### The metal 3 layer, run 1

Scale bar: 20 microns.
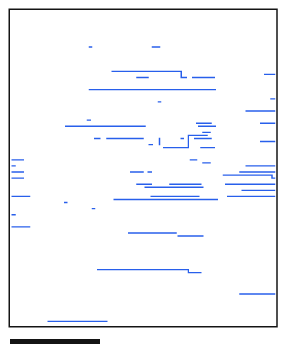
### Metal layers overlaid, run 1

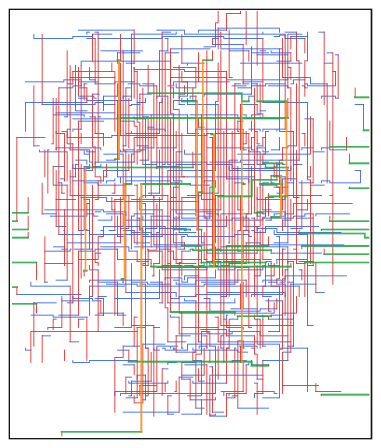
### Placed standard cells, run 1

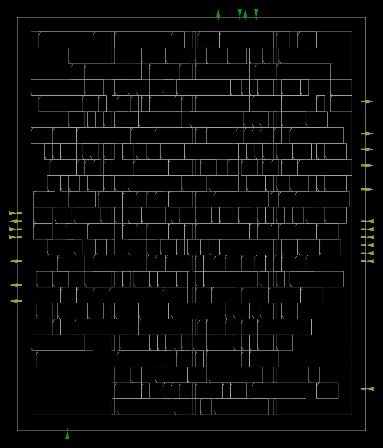
===== src/rtl/rbcounter_ctrl.sv =====
// Command sequencer for the 4-bit ripple T-flip-flop counter: issues clear/tick strobes,
// waits out the ripple settle window, samples the count and reports it with a done pulse.
module rbcounter_ctrl #(
  parameter int unsigned WIDTH         = 4,
  parameter int unsigned SETTLE_CYCLES = 2
) (
  input  logic             clk_i,
  input  logic             rst_ni,
  input  logic             cmd_valid_i,
  output logic             cmd_ready_o,
  input  logic [1:0]       cmd_op_i,
  input  logic [WIDTH-1:0] cmd_arg_i,
  output logic             cnt_clr_o,
  output logic             cnt_t_o,
  output logic             cnt_tick_o,
  input  logic [WIDTH-1:0] cnt_q_i,
  output logic             busy_o,
  output logic             done_o,
  output logic             err_o,
  output logic [WIDTH-1:0] count_out_o
);

  localparam int unsigned SW = (SETTLE_CYCLES > 1) ? $clog2(SETTLE_CYCLES) : 1;
  localparam logic [SW-1:0]  SettleLast = SW'(SETTLE_CYCLES - 1);
  localparam logic [WIDTH:0] TickLimit  = {1'b1, {WIDTH{1'b0}}};

  typedef enum logic [1:0] {OpClear = 2'd0, OpStep = 2'd1, OpRunTo = 2'd2, OpRsvd = 2'd3} op_e;
  typedef enum logic [2:0] {StIdle, StClear, StTick, StSettle, StCheck, StDone} state_e;

  state_e           state_q;
  op_e              op_q;
  logic [WIDTH-1:0] arg_q;
  logic [WIDTH-1:0] rem_q;
  logic [WIDTH:0]   ticks_q;
  logic [SW-1:0]    settle_q;
  logic [WIDTH-1:0] q_smp_q;
  logic             ready_q, busy_q, done_q, err_q, clr_q, t_q, tick_q;
  logic [WIDTH-1:0] count_q;

  always_ff @(posedge clk_i or negedge rst_ni) begin
    if (!rst_ni) begin
      state_q  <= StIdle;
      op_q     <= OpClear;
      arg_q    <= '0;
      rem_q    <= '0;
      ticks_q  <= '0;
      settle_q <= '0;
      q_smp_q  <= '0;
      ready_q  <= 1'b1;
      busy_q   <= 1'b0;
      done_q   <= 1'b0;
      err_q    <= 1'b0;
      clr_q    <= 1'b0;
      t_q      <= 1'b0;
      tick_q   <= 1'b0;
      count_q  <= '0;
    end else begin
      // Strobes are single-cycle unless re-armed below.
      done_q <= 1'b0;
      clr_q  <= 1'b0;
      tick_q <= 1'b0;
      unique case (state_q)
        StIdle: begin
          if (cmd_valid_i) begin
            op_q     <= op_e'(cmd_op_i);
            arg_q    <= cmd_arg_i;
            rem_q    <= cmd_arg_i;
            ticks_q  <= '0;
            settle_q <= SettleLast;
            ready_q  <= 1'b0;
            busy_q   <= 1'b1;
            unique case (op_e'(cmd_op_i))
              OpClear: begin
                state_q <= StClear;
                clr_q   <= 1'b1;
              end
              OpStep: begin
                t_q <= 1'b1;
                if (cmd_arg_i != '0) begin
                  state_q <= StTick;
                  tick_q  <= 1'b1;
                end else begin
                  state_q <= StSettle;
                end
              end
              OpRunTo: begin
                t_q     <= 1'b1;
                state_q <= StSettle;
              end
              default: begin
                state_q <= StDone;
                done_q  <= 1'b1;
                err_q   <= 1'b1;
              end
            endcase
          end
        end
        StClear: begin
          settle_q <= SettleLast;
          state_q  <= StSettle;
        end
        StTick: begin
          rem_q    <= rem_q - WIDTH'(1);
          ticks_q  <= ticks_q + (WIDTH+1)'(1);
          settle_q <= SettleLast;
          state_q  <= StSettle;
        end
        StSettle: begin
          if (settle_q == '0) begin
            q_smp_q <= cnt_q_i;
            if (op_q == OpStep && rem_q != '0) begin
              state_q <= StTick;
              tick_q  <= 1'b1;
            end else begin
              state_q <= StCheck;
            end
          end else begin
            settle_q <= settle_q - SW'(1);
          end
        end
        StCheck: begin
          count_q <= q_smp_q;
          unique case (op_q)
            OpClear: begin
              state_q <= StDone;
              done_q  <= 1'b1;
              err_q   <= (q_smp_q != '0);
            end
            OpRunTo: begin
              if (q_smp_q == arg_q || ticks_q == TickLimit) begin
                state_q <= StDone;
                done_q  <= 1'b1;
                err_q   <= (q_smp_q != arg_q);
              end else begin
                count_q <= count_q;
                state_q <= StTick;
                tick_q  <= 1'b1;
              end
            end
            default: begin
              state_q <= StDone;
              done_q  <= 1'b1;
              err_q   <= 1'b0;
            end
          endcase
        end
        StDone: begin
          state_q <= StIdle;
          ready_q <= 1'b1;
          busy_q  <= 1'b0;
          t_q     <= 1'b0;
        end
        default: state_q <= StIdle;
      endcase
    end
  end

  assign cmd_ready_o = ready_q;
  assign busy_o      = busy_q;
  assign done_o      = done_q;
  assign err_o       = err_q;
  assign cnt_clr_o   = clr_q;
  assign cnt_t_o     = t_q;
  assign cnt_tick_o  = tick_q;
  assign count_out_o = count_q;

endmodule


===== config.mk =====
export PLATFORM = sky130hd
export DESIGN_NAME = rbcounter_ctrl
export DESIGN_NICKNAME = d
export VERILOG_FILES = /design/src/rtl/rbcounter_ctrl.sv
export SDC_FILE = /design/constraint.sdc
export NUM_CORES = 1
export LEC_CHECK = 0
export ABC_AREA = 1
export CORE_ASPECT_RATIO = 1.2
export CORE_MARGIN = 2
export CORE_UTILIZATION = 49
export DETAILED_ROUTE_END_ITERATION = 7
export GPL_ROUTABILITY_DRIVEN = 0
export PLACE_DENSITY = 0.87
export RECOVER_POWER = 25
export SLEW_MARGIN = 25
export SYNTH_ARGS = -nofsm -noshare
export SYNTH_HDL_FRONTEND = slang
export SYNTH_SLANG_ARGS = --single-unit

===== constraint.sdc =====
create_clock -name clk_i -period 1.3 [get_ports clk_i]
set_input_delay 0.26 -clock clk_i [delete_from_list [all_inputs] [get_ports clk_i]]
set_output_delay 0.26 -clock clk_i [all_outputs]
set_load 0.03 [all_outputs]

==> out/writeup.txt, run 1 <==
Before CTS, the worst setup slack after placement is -0.429 ns. The data arrival time reported for the critical path is 1.56 ns. The first global-routing pass estimated 7440 microns of wire.

After synthesis, the most frequently instantiated cells are sky130_fd_sc_hd__nand2_1 (51), sky130_fd_sc_hd__dfrtp_1 (33), sky130_fd_sc_hd__inv_1 (27). Counting the inverters off the clock network in the layout gives 37. In the synthesized netlist, the number of instances is 211. For the placed instance area, the log shows 2230 sq um. For the maximum resistive drop on vdd, the log shows 1.29 mV.

In this run the deepest clock path goes through 2 buffers. The power report puts the net switching power at 2.93 mW. The run gives 0.351 for the multi-input gate share of total cell area. The number of global-route vias before repair is 1708, and the fraction of area in non-clock buffers is 0.216.

By area the synthesized netlist is led by sky130_fd_sc_hd__dfrtp_1 (46%), sky130_fd_sc_hd__nand2_1 (11%), sky130_fd_sc_hd__inv_1 (5.6%). Timing would allow up to 721 MHz. The design area was 2680 sq um. Summed over all failing endpoints, the final setup total negative slack is -1.03 ns. The biggest area contributor in the post-synthesis netlist is sky130_fd_sc_hd__dfrtp_1. The multi-input gate area in the final layout is 940 sq um. Number of routed nets with antenna violations: 0. The max-slew violation count was 0. Internal portion of total power: 3.75 mW. The compound-cell area share of the yosys netlist came out at 0.126.

With the number of clock buffer instances in the layout at 7, the sink count of the clock tree is 34. Per the post-synthesis report, the nets total 232. Multiplexer fraction of the synthesized cell area: 0. The final global-route overflow total was 0; the minimum setup slack in the final design was -0.0873 ns.

The overall power was 6.69 mW. On the reported timing paths, the clock transition at the registers reads 0.08 ns. The proportion of netlist area held by the largest area contributor is 0.458.

The run gives 0.00971 for the xor/xnor cell area share of the yosys netlist. Summing every instance area after synthesis gives 1800 sq um. The sequential cell area fraction in the yosys report is 0.472, and the ratio of total power to cell area is 2500 nW/um^2. The H-tree was split into 2 levels.

The storage element area is 855 sq um, and the fraction of synthesis flops using an asynchronous set or reset pin is 1.00. The core region is 3570 sq um. For this run, the final setup violation count is recorded as 19. The number of buffers outside the clock class in the layout was 64. The count of state elements after synthesis was 34; the overall fraction of global-route tracks in use was 0.241. The run gives 0 as the synthesis warning total. The synthesized design contains 0 enable-type register cells. Multi-input combinational cells in the finished layout were counted as 140. The run gives 0.439 for the switching part of the total.

The most used standard cell by instance count after synthesis is sky130_fd_sc_hd__nand2_1. The run gives 48.3% for the area added between synthesis and finish. The worst-case reg-to-reg path depth is 7. The run gives 3.94 mW for the power of the combinational group. Largest power group: combinational logic. At the worst endpoint, the required time is 1.47 ns. In this run, the number of DRC markers left after iteration 0 of detailed routing was 89.

The floorplan die height was 70.5 microns; the shortest clock period the worst path allows after layout was 1.39 ns. After detailed routing, the number of remaining DRC violations is 0. The yosys-reported design area after synthesis came out at 1800 sq um. For the number of distinct standard cells referenced by the synthesized netlist, the log shows 32.

The flow ran to the end, but the final reports show violations. TritonCTS built the clock tree. Per the CTS log, the root buffer master is sky130_fd_sc_hd__clkbuf_8. Half-perimeter wire length after placement: 2950 microns. The tools report the initial antenna violation count as 0. The run gives 1.93 mW as the power dissipated in sequential cells.

The final reports fail on setup timing. TritonRoute output was used to compute an average wire per cell of 16.4 microns. The proportion of layout cells with a drive suffix above 1 is 0.424. The worst setup path is captured at a flip-flop. The initial standard-cell utilization of the core is 0.505.

The horizontal die dimension reported for this design is 59.4 microns. The worst hold path passes through 3 cells. The run gives 0.415 as the remaining max-slew budget at the tightest pin. The logs give 5280 microns for the post-detailed-routing wire length and 0 for the number of violations of the max-capacitance limit. The run gives 0.289 as the power share of the sequential group. Once placement completed, the tool counted placed cells totaling 294. With the relative area of clock buffers and inverters in the final design at 0.0341, the final-report hold violation count is 0. For the boundary pin count, the log shows 24.
-- 'The metal 3 layer' (at the start) --
- nets with wire on the layer: 43
- main direction: horizontal
- wire length on this layer: 324 microns
- share of all routed wire: 6.1%
- longest straight run: 28.1 microns

-- 'Metal layers overlaid' (at the start) --
- blue: metal 1 (wire length 2070 microns)
- orange: metal 4 (wire length 220 microns)
- green: metal 3 (wire length 324 microns)
- red: metal 2 (wire length 2670 microns)

-- 'Placed standard cells' (at the start) --
number of core rows: 24
Fillers: 244
Post-Route Utilization: 0.749
Post-Layout Cell Count: 322
sequential cells: 34

[run 1: critical path: stages (launching register included)]
cell and delay [ns]:
sky130_fd_sc_hd__dfrtp_2 0.45, sky130_fd_sc_hd__buf_6 0.13, sky130_fd_sc_hd__nor3_4 0.19, sky130_fd_sc_hd__buf_12 0.15, sky130_fd_sc_hd__buf_6 0.10, sky130_fd_sc_hd__nor2_4 0.04, sky130_fd_sc_hd__inv_4 0.09, sky130_fd_sc_hd__o221ai_2 0.10
[run 1: worst paths after layout]
check / startpoint / endpoint / slack [ns]
min reg2reg: cmd_ready_o$_DFFE_PN1P_ / cmd_ready_o$_DFFE_PN1P_ / 0.47
min: cmd_op_i[1] / op_q[1]$_DFFE_PN0P_ / 0.42
min in group asynchronous: rst_ni / ticks_q[2]$_DFFE_PN0P_ / 0.55
max: state_q[0]$_DFFE_PN0P_ / rem_q[1]$_DFFE_PN0P_ / -0.09
max reg2reg: state_q[0]$_DFFE_PN0P_ / rem_q[1]$_DFFE_PN0P_ / -0.09
max in group asynchronous: rst_ni / state_q[2]$_DFFE_PN0P_ / 0.16
[run 1: metal layers]
| layer | track usage | up-vias | wire, microns |
|---|---|---|---|
| met5 | 0 | - | 0 |
| met4 | 0.134 | 0 | 219 |
| met3 | 0.0481 | 21 | 323 |
| met2 | 0.399 | 72 | 2670 |
| met1 | 0.281 | 826 | 2070 |
| li1 | - | 820 | - |
[run 1: state kept, by name (all words and copies together) (netlist names)]
register / count
op_q: 2
settle_q: 1
cnt_t_o: 1
done_o: 1
cnt_tick_o: 1
ticks_q: 5
cmd_ready_o: 1
rem_q: 4
err_o: 1
arg_q: 4
count_out_o: 4
busy_o: 1
cnt_clr_o: 1
state_q: 3
q_smp_q: 4
[run 1: placed cells by master (no fill, tap or decap), types with 3 or more instances in the layout]
| master | instances |
|---|---|
| sky130_fd_sc_hd__nor3_1 | 3 |
| sky130_fd_sc_hd__o21ai_0 | 5 |
| sky130_fd_sc_hd__nand3_1 | 6 |
| sky130_fd_sc_hd__nand4_1 | 4 |
| sky130_fd_sc_hd__clkdlybuf4s15_1 | 6 |
| sky130_fd_sc_hd__o21ai_2 | 6 |
| sky130_fd_sc_hd__buf_4 | 32 |
| sky130_fd_sc_hd__buf_6 | 9 |
| sky130_fd_sc_hd__inv_4 | 5 |
| sky130_fd_sc_hd__clkdlybuf4s50_1 | 10 |
| sky130_fd_sc_hd__ha_1 | 6 |
| sky130_fd_sc_hd__o21ai_1 | 5 |
| sky130_fd_sc_hd__nor2_4 | 5 |
| sky130_fd_sc_hd__inv_1 | 18 |
| sky130_fd_sc_hd__nor2_1 | 16 |
| sky130_fd_sc_hd__dlygate4sd2_1 | 3 |
| sky130_fd_sc_hd__dfrtp_1 | 31 |
| sky130_fd_sc_hd__nand2_1 | 40 |
| sky130_fd_sc_hd__inv_2 | 12 |
| sky130_fd_sc_hd__clkbuf_8 | 6 |
| sky130_fd_sc_hd__nand2_2 | 13 |
| sky130_fd_sc_hd__a21oi_1 | 5 |
[run 1: what timing repair did]
item,4_1_cts,5_1_grt
hold buffers,0,0
setup endpoints to repair,35,36
resized,30,59
cloned,0,3
endpoints found under the hold margin,0,0
setup buffers,6,11
pin swaps,7,17
### Routed clock nets over the placement, run 1

Scale bar: 20 microns.
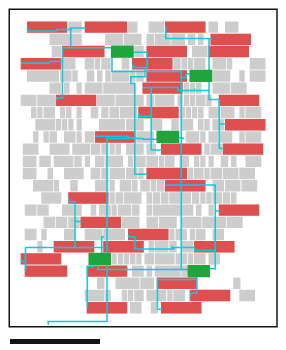

==> run 2, diff against run 1 <==
--- a/config.mk
+++ b/config.mk
@@ -8,10 +8,10 @@
 export ABC_AREA = 1
 export CORE_ASPECT_RATIO = 1.2
 export CORE_MARGIN = 2
-export CORE_UTILIZATION = 49
+export CORE_UTILIZATION = 40
 export DETAILED_ROUTE_END_ITERATION = 7
 export GPL_ROUTABILITY_DRIVEN = 0
-export PLACE_DENSITY = 0.87
+export PLACE_DENSITY = 0.75
 export RECOVER_POWER = 25
 export SLEW_MARGIN = 25
 export SYNTH_ARGS = -nofsm -noshare
### Routed clock nets over the placement, run 2

Scale bar: 20 microns.
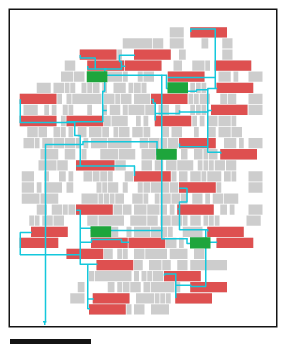
- cyan: clock wires (length 482 microns)
- green: clock drivers (count 5)
- red: flip-flops (count 34)
- routed clock nets: 6

==> run 2 against run 1 <==
  * The flow still finishes with violations (setup timing)
  * Total power shrank 3.2%
  * Utilization is 12 points lower
  * Cell area increased by 0.70%
  * Count of clock-buffer cells in the layout is 1 higher
  * First-iteration DRC count shrank 18%
  * Maximum frequency increased by 2.8%
  * Sequential cell count is the same
  * Worst hold slack better by 0.037 ns
  * Final cell count is 7.8% higher
  * Global-route usage shrank 4.5 points
  * Clock power is 2% lower
  * Sequential share of layout area fell by 0.27 points
  * Critical endpoint is now ticks_q[4]$_DFFE_PN0P_
  * Largest cell class unchanged
==> out/writeup.txt, run 2 <==
The run finished, with violations left. The final reports fail on setup timing. TritonCTS built the clock tree. The flip-flop count of the largest register after layout is 5 (unchanged), and the maximum resistive drop on vdd is 1.17 mV (-8.9%). For the boundary pin count, the log shows 24 (unchanged). The tools report the overall fraction of global-route tracks in use as 0.196 (-0.0450).

The run gives 1.51 ns (+0.04 ns) for the worst endpoint required time. The most frequent logic cell in the layout is sky130_fd_sc_hd__buf_4. The design area was 2690 sq um (+0.70%). The run gives 4290 sq um (+20%) for the area of the core region. The maximum operating frequency came out at 741 MHz (+2.8%).

The beginning of the worst hold path is cmd_op_i[0]. The proportion of layout cells with a drive suffix above 1 works out to 0.405 (-0.0185). The run gives 211 (unchanged) for the gate count of the mapped netlist. The switching part of the total was 0.423 (-0.0156).

The tools report the initial antenna violation count as 0 (unchanged). With the placed instance area at 2340 sq um (+4.5%), the count of library flops with an enable pin is 0 (unchanged). The clock transition at the register clock pins on the worst setup and hold paths after CTS was 0.07 ns (about the same).

The run gives 4580 microns (-13%) as the post-detailed-routing wire length. Sink count of the clock tree: 34 (unchanged). The depth of the CTS H-tree was 2 (unchanged). The count of state elements after synthesis was 34 (unchanged); the post-synth net total was 232 (unchanged).

The average wire per standard cell works out to 13.2 microns (-20%). The logs give 0.472 (unchanged) for the sequential cell area fraction in the yosys report and 3.73 mW (-0.51%) for the internal portion of total power. The cell at the slowest stage of the critical path was sky130_fd_sc_hd__dfrtp_2. The worst slack at placement is -0.384 ns (+0.0443 ns). The run gives 2 (unchanged) for the largest buffer count on any clock path.

Yosys-reported design area after synthesis: 1800 sq um (unchanged). The site row count was 26 (+8.3%). The number of routed nets with antenna violations is 0 (unchanged).

The tools report the max-slew violation count as 0 (unchanged). The initial standard-cell utilization of the core is 0.420 (-0.0847), and the first-pass GRT wire length is 7470 microns (+0.36%). The top register by number of flip-flops is ticks_q.

The run gives 1.56 ns (about the same) as the signal arrival time at the worst endpoint. The shortest clock period the worst path allows after layout is 1.35 ns (-0.0384 ns), and the final setup violation count is 13 (-6). The DRC violation total after the first TritonRoute iteration was 73 (-18%). Per STA, the startpoint of the critical path is state_q[0]$_DFFE_PN0P_. The run gives 0 (unchanged) as the synthesis warning total. For the half-perimeter wire length after placement, the log shows 3060 microns (+3.8%). The run gives 0.292 (+0.003) for the power share of the sequential group.

The cell taking the most area after synthesis is sky130_fd_sc_hd__dfrtp_1. Critical register-to-register path startpoint: state_q[0]$_DFFE_PN0P_. Total standard cell area after synthesis: 1800 sq um (unchanged).

The chip width is 65.3 microns (+10%), and the fraction of synthesis flops using an asynchronous set or reset pin is 1.00 (unchanged). The proportion of netlist area held by the largest area contributor was 0.458 (unchanged). The synthesis stats list as the most numerous cell sky130_fd_sc_hd__nand2_1.

The signal on the critical path passes through buf_6 > nor3_4 > buf_6 > buf_6 > nand2_2 > o22ai_1. The run gives 0.421 (+0.00592) as the remaining max-slew budget at the tightest pin. For the number of distinct standard cells referenced by the synthesized netlist, the log shows 32 (unchanged). The main area contributors are sky130_fd_sc_hd__dfrtp_1 (46%), sky130_fd_sc_hd__nand2_1 (11%), sky130_fd_sc_hd__inv_1 (5.6%). With the net load switching power at 2.74 mW (-6.6%), the minimum setup slack in the final design is -0.0489 ns (+0.0384 ns).

The run gives 0 (unchanged) as the final-report hold violation count. The tools report the number of global-route vias before repair as 1654 (-3.2%). The area added between synthesis and finish is 49.3%. Clock root buffer: sky130_fd_sc_hd__clkbuf_8. The number of violations of the max-capacitance limit came out at 0 (unchanged). The ratio of total power to cell area is 2400 nW/um^2 (-3.9%). The tools report the total of hold buffers inserted after clock tree synthesis as 0 (unchanged).

The run gives 0 (unchanged) as the DRC violation count after routing. The largest incremental delay on the critical path is 0.44 ns (about the same).
==> run 2: cell counts after synthesis <==
Identical to the previous run, type by type.
==> run 2: power groups by stage <==
stage	clock, mW	sequential (mW)	combinational, mW
final	0.804	1.89	3.78
after global routing	0.875	1.94	4.17
after CTS	0.819	1.85	3.25
after detailed placement	0	1.86	3.05
after global placement	0	1.84	2.95
after floorplan	0	2.11	1.54
==> run 2: metrics by stage <==
stage,power (mW),instances,hold slack (ns),utilization,setup TNS (ns)
6_report,6.47,347,0.460,0.627,-0.183
5_1_grt,6.98,347,0.493,0.627,-1.60
4_1_cts,5.93,337,0.337,0.583,-0.0941
3_5_place_dp,4.91,322,0.458,0.544,-4.79
3_3_place_gp,4.79,322,0.452,0.544,-4.19
2_1_floorplan,3.65,211,-0.0356,-,0
==> run 2: critical path: cells and delay by family (launching register included) <==
| kind | cells | cell delay [ns] |
|---|---|---|
| AND-OR/OR-AND | 1 | 0.15 |
| flip-flops | 1 | 0.44 |
| AND/OR/NAND/NOR | 2 | 0.29 |
| buffers and inverters | 3 | 0.38 |
==> run 2: logic make-up (layout without fill, tap and decap cells) <==
logic type	after synthesis	in the layout	share of synthesized area
xor gates and xnor gates	2	2	0.00971
AOI/OAI and AO/OA	33	33	0.126
DFF	34	34	0.472
buffers and inverters	39	118	0.0936
adders and majority gates	8	8	0.0555
and+or+nand+nor	95	96	0.243
==> run 2: path summary, 6_finish.rpt <==
kind                                            to  slack [ns]  cells after the start
min reg2reg                cmd_ready_o$_DFFE_PN1P_        0.46                      2
max reg2reg                 ticks_q[4]$_DFFE_PN0P_       -0.05                      6
min                            op_q[0]$_DFFE_PN0P_        0.46                      3
max                         ticks_q[4]$_DFFE_PN0P_       -0.05                      6
min in group asynchronous   state_q[0]$_DFFE_PN0P_        0.54                      2
max in group asynchronous   state_q[0]$_DFFE_PN0P_        0.18                      2
==> run 2: cell type report <==
class / count / area, sq um
clock buffers: 8 / 90.1
well taps: 56 / 70.1
fillers: 385 / 1600
multi-input cells: 139 / 928
flip-flops and latches: 34 / 853
repair buffers: 74 / 607
inverters: 36 / 145
==> run 2: timing repair <==
item                       in CTS  in global routing
setup endpoints to repair      31                 39
gates resized                  21                 44
pin swaps                       9                 17
cloned                          1                  0
setup buffers                   6                 10
==> run 2: layer usage <==
metal  track usage  routed length, microns  up-vias
li1              -                       -      836
met1         0.225                    1810      786
met2         0.333                    2400       49
met3        0.0580                     259        8
met4        0.0854                     110        0
met5             0                       0        -
Power is estimated from default activity; no workload was simulated.
